**Run 1: signal wires on met4**

Supply wires on this layer in gray.
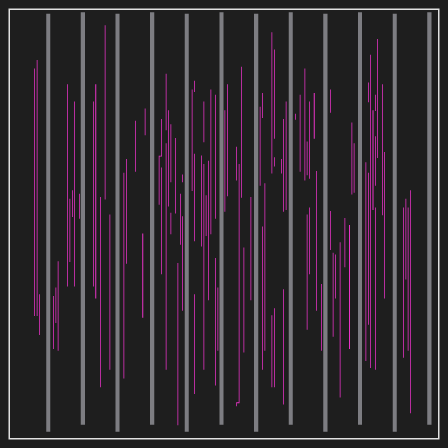
**Run 1: cells by drive strength**

The bar under the picture is 50 um long.
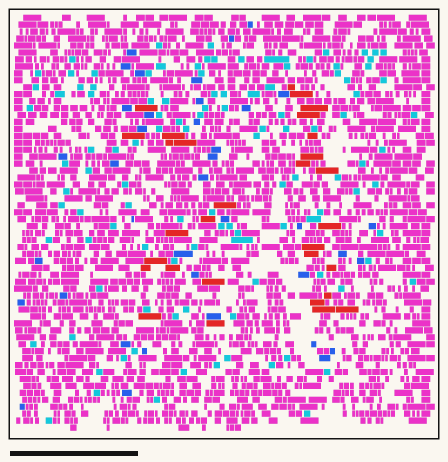
**Run 1: routed clock nets over the placement**

The bar under the picture is 50 um long.
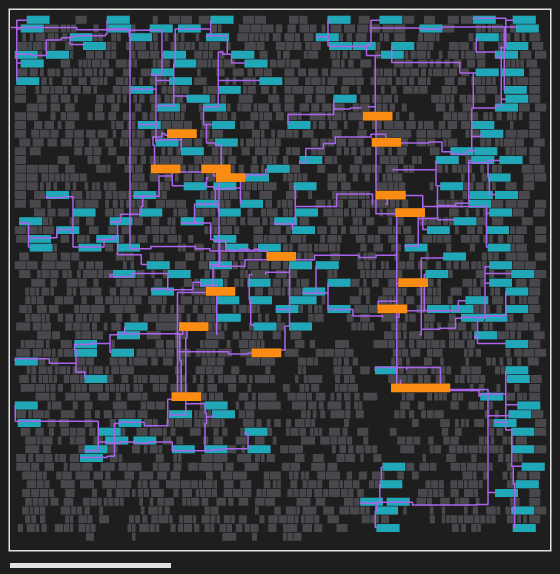
**Run 1: the clock network**

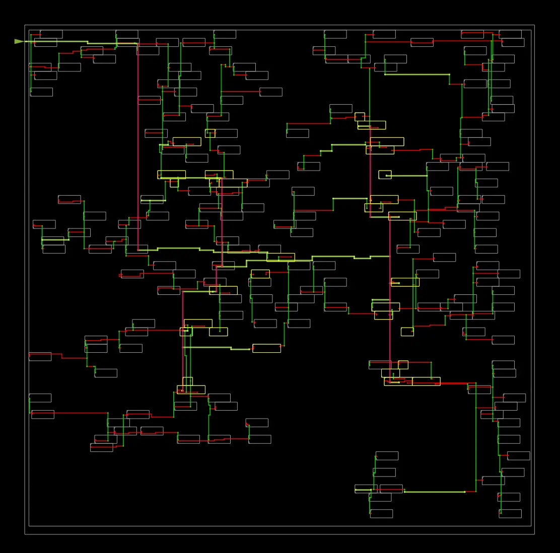
==> config.mk <==
export PLATFORM = sky130hd
export DESIGN_NAME = muldiv_unit
export DESIGN_NICKNAME = d
export VERILOG_FILES = /design/src/rtl/muldiv_unit.sv
export SDC_FILE = /design/constraint.sdc
export NUM_CORES = 1
export LEC_CHECK = 0
export ABC_CLOCK_PERIOD_IN_PS = 4000
export CAP_MARGIN = 15
export CORE_UTILIZATION = 55
export DETAILED_ROUTE_END_ITERATION = 10
export PLACE_DENSITY = 0.77
export SETUP_SLACK_MARGIN = 0.3
export SYNTH_ARGS = -nofsm -noshare
export SYNTH_HDL_FRONTEND = slang
export SYNTH_SLANG_ARGS = --single-unit
==> constraint.sdc <==
create_clock -name Clock -period 4 [get_ports Clock]
set_input_delay 0.8 -clock Clock [delete_from_list [all_inputs] [get_ports Clock]]
set_output_delay 0.8 -clock Clock [all_outputs]
set_load 0.02 [all_outputs]
==> results.toml, run 1 <==
# yosys + openroad results
[outcome]
status = "finished, final reports clean"

[cts]
holdBufCountCts = 0
cts_resized = 0

[placed_design]
total_of_buffers_placed_on_input_and_output_ports = 139

[power]
max-vdd-ir-drop_v = 0.000212

[min_path]
min-delay-path-class = "register to register"

[global_route]
grtUsageMet2_pct = 62.8
grt_start_max_net_pins = 68
grt_pass1_vias = 15400

[finish]
fillers = 2409
leading_cell_types_in_the_layout_fill_and_taps_excluded = "223 x sky130_fd_sc_hd__nand2_1, 208 x sky130_fd_sc_hd__nor2_1, 201 x sky130_fd_sc_hd__a21oi_1, 172 x sky130_fd_sc_hd__dfxtp_1, 141 x sky130_fd_sc_hd__o21ai_0"
register_area_mm2 = 0.00349

[critical_path]
critical_path.endpoint_type = "register"
master_of_the_slowest_instance_on_the_critical_path = "sky130_fd_sc_hd__dfxtp_1"
critPathArrivalTime_ps = 3890

[routing]
drt_iter0_drc = 2215
drt.antenna.violating_nets = 0

[logic_synthesis]
aoi_share_pct = 30.4
summed_instance_area_of_the_synthesized_netlist_mm2 = 0.0151
mux_area_share_pct = 4.12
ys_async_sr_fraction_pct = 0
synth_nets = 2224

[flow_run]
number_of_maximum_capacitance_constraint_violations = 0

[floorplanning]
die-height_um = 168

[final_timing]
setup_repair_after_global_routing_missed_its_margin = "no"
Back to the opening pictures, 'signal wires on met4':
nets with wire on the layer: 90
main direction: vertical
overall via count from detail_route: 17300
total length of routed wires: 61.6 mm

Back to the opening pictures, 'cells by drive strength':
| color | size | cells | share | most used |
|---|---|---|---|---|
| blue | drive 2 | 38 | 1.7% | mux2_2 |
| cyan | drive 3 to 4 | 111 | 5.0% | buf_4 |
| red | drive 6 and up | 30 | 1.4% | clkbuf_16 |
| magenta | drive 1 or less | 2025 | 92% | nand2_1 |
Worst Slack Setup Final: 447 ps
area growth from synthesis to layout: 17.9%
non-clock buffer instance count of the final layout: 241

Back to the opening pictures, 'routed clock nets over the placement':
[cyan] flip-flops | count: 174
[purple] clock wires | length: 2520 um
[orange] cells driving clock nets | count: 17
flops lie: widely spread
proportion of power drawn by the clock network: 41.4%
worst setup skew after layout: 24.0 ps
latest clock arrival within the worst-skew pair: 460 ps

Back to the opening pictures, 'the clock network':
clock group total power: 1.80 mW
count of sequential standard cells: 174
clk_buf instances: 17
total clock sinks: 174

## run 1: where the power goes
group	switching, mW	total, mW	internal (mW)	leakage, nW
sequential	0.0206	1.76	1.74	1.40
combinational	0.476	0.783	0.307	5.40
clock	0.894	1.80	0.906	0.298
total	1.39	4.35	2.95	7.11
## run 1: synth_stat cells, types with 34 or more instances
cell	count	area (um2)
sky130_fd_sc_hd__a211oi_1	70	526
sky130_fd_sc_hd__a21oi_1	201	1010
sky130_fd_sc_hd__clkbuf_1	138	518
sky130_fd_sc_hd__dfxtp_1	174	3480
sky130_fd_sc_hd__ha_1	69	863
sky130_fd_sc_hd__inv_1	63	236
sky130_fd_sc_hd__mux2i_1	52	521
sky130_fd_sc_hd__nand2_1	223	837
sky130_fd_sc_hd__nand3_1	34	170
sky130_fd_sc_hd__nor2_1	208	781
sky130_fd_sc_hd__nor3_1	55	275
sky130_fd_sc_hd__o21ai_0	142	711
sky130_fd_sc_hd__xnor2_1	112	981
sky130_fd_sc_hd__xor2_1	64	561
## run 1: cell type report
cell class / count / share of cell area (%)
clock buffers: 17 / 2.39
multi-input cells: 1692 / 60.9
diodes: 1 / 0.0141
well taps: 341 / 2.40
clock inverters: 15 / 1.10
flip-flops and latches: 174 / 19.6
inverters: 65 / 1.37
repair buffers: 241 / 12.2
## run 1: routing by layer
metal | share of wire (%) | routed length [um]
met5 | 0 | 0
met4 | 6.5 | 4000
met3 | 12 | 7680
met2 | 41 | 25100
met1 | 40 | 24800
## run 1: metrics by stage
stage	std cells	setup WS, ps	hold slack, ps	instance area (um2)
2_1_floorplan	2079	613	447	15100
3_3_place_gp	2513	125	432	17200
3_5_place_dp	2513	69.3	440	17200
4_1_cts	2545	515	451	17800
5_1_grt	2545	301	464	17800
6_report	2546	447	448	17800
==> inputs of run 2 (changes only) <==
CORE_ASPECT_RATIO = 1.1   (was unset)
CORE_UTILIZATION = 59   (was 55)
GPL_TIMING_DRIVEN = 1   (was unset)
PLACE_DENSITY = 0.82   (was 0.77)
**Run 2: signal wires on met4**

Supply wires on this layer in gray.
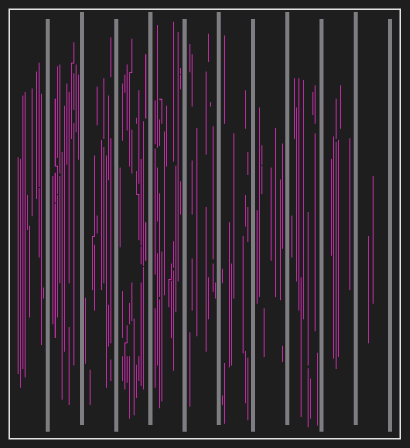
main direction: vertical
share of all routed wire: 8.8%
total length of routed wires: 64.3 mm
overall via count from detail_route: 17700

==> run 2 against run 1 <==
Critical path depth shrank 1; critical endpoint is now Hi[26]; synthesized cell count is the same; critical path type unchanged; hold slack gained 4.9 ps; design area grew 1.0%; total power grew 5.7%; largest power group unchanged.
==> results.toml, run 2 <==
# yosys + openroad results
[outcome]
status = "finished, final reports clean"

[logic_synthesis]
synth.top_cells.by_count = "223 x sky130_fd_sc_hd__nand2_1, 208 x sky130_fd_sc_hd__nor2_1, 201 x sky130_fd_sc_hd__a21oi_1"
synth_nets = 2224
post_synth_area_hogs = "sky130_fd_sc_hd__dfxtp_1 23%, sky130_fd_sc_hd__a21oi_1 6.7%, sky130_fd_sc_hd__xnor2_1 6.5%"
number_of_cell_instances_after_yosys_synthesis = 2079
top_area_share_pct = 23.1
mux_area_share_pct = 4.12
synthFlopType = "sky130_fd_sc_hd__dfxtp_1"
aoi_share_pct = 30.4
ys_async_sr_fraction_pct = 0
yosysMostFrequentCell = "sky130_fd_sc_hd__nand2_1"
synth-warning-count = 0
yosysTopAreaCell = "sky130_fd_sc_hd__dfxtp_1"
summed_instance_area_of_the_synthesized_netlist_mm2 = 0.0151

[routing]
post-route-drc-count = 0
drt_iter0_drc = 2562
drt.antenna.violating_nets = 0

[flow_run]
number_of_maximum_capacitance_constraint_violations = 0
log.warning_count = 26

[final_timing]
fin_worst_skew_ps = 21.9
setup_repair_after_global_routing_missed_its_margin = "no"

[critical_path]
critPathArrivalTime_ps = 4030
critical_path.endpoint_type = "register"
master_of_the_slowest_instance_on_the_critical_path = "sky130_fd_sc_hd__or4_1"
critPathMostFrequentCell = "sky130_fd_sc_hd__or3_1"

[floorplanning]
core_area_mm2 = 0.0252
floorplan.core_util_pct = 59.9
die-height_um = 170

[placed_design]
post-place-cells = 2501
total_of_buffers_placed_on_input_and_output_ports = 139

[global_route]
grt_pass1_vias = 16400
global_route.overflow_total = 0
grt_start_max_net_pins = 68

[finish]
final_common_cell = "sky130_fd_sc_hd__nand2_1"
layoutNonFillerInstCount = 2534
fillers = 2077
register_area_mm2 = 0.00349
area_growth_syn_to_layout_pct = 19.1
leading_cell_types_in_the_layout_fill_and_taps_excluded = "223 x sky130_fd_sc_hd__nand2_1, 207 x sky130_fd_sc_hd__nor2_1, 200 x sky130_fd_sc_hd__a21oi_1, 171 x sky130_fd_sc_hd__dfxtp_1, 141 x sky130_fd_sc_hd__o21ai_0"
antenna-diode-count = 0
final_layout_size_suffix_gt1_share_pct = 8.92

[power]
power.static_leakage_nw = 7.23
max-vdd-ir-drop_v = 0.000272

[cts]
worstSkewPairLatency_ps = 460
clock_sinks = 174

[min_path]
min-delay-path-class = "register to register"
[run 2: final cells by class]
cell class / count / share of cell area, %
clock inverter: 13 / 1.38
sequential: 174 / 19.4
timing repair buffer: 256 / 12.8
clock buffer: 19 / 2.52
inverter: 65 / 1.36
tap: 315 / 2.19
multi-input combinational: 1692 / 60.3
[run 2: repair_timing]
| item | 4_1_cts | 5_1_grt |
|---|---|---|
| hold buffers | 0 | 0 |
| resized | 0 | 5 |
| endpoints found under the setup margin | 0 | 7 |
[run 2: routing by layer]
metal	GRT usage, %	wire (um)
met5	0	0
met2	75.4	27800
met3	9.14	7540
met1	59.1	23300
met4	37.3	5690
[run 2: power breakdown]
| group | leakage, nW | internal [mW] | switching, mW |
|---|---|---|---|
| clock network | 0.340 | 1.23 | 0.819 |
| logic | 5.48 | 0.309 | 0.481 |
| registers | 1.40 | 1.74 | 0.0185 |
| total | 7.23 | 3.28 | 1.32 |
[run 2: cell families (layout without fill, tap and decap cells)]
kind of cell | Yosys count | in the layout
compound gates | 708 | 708
xor+xnor | 176 | 176
fa+ha+maj | 71 | 71
buf+inv | 213 | 353
flops | 174 | 174
mux | 61 | 61
simple gates | 676 | 676
[run 2: through the flow]
stage	cell area [um2]	worst slack (ps)	util (%)	hold WS (ps)
finish	18000	288	71.3	453
detailed placement	17200	68.9	68.4	442
global route	18000	292	71.3	476
CTS	17900	334	71.2	456
floorplan	15100	613	-	447
global placement	17200	128	68.4	435
[run 2: worst min-delay path: stages (launching register included)]
cell and delay (ps):
sky130_fd_sc_hd__dfxtp_1 310, sky130_fd_sc_hd__nand2_1 50, sky130_fd_sc_hd__a21oi_1 50
No activity file was given, so power comes from the tool's default toggle rates.
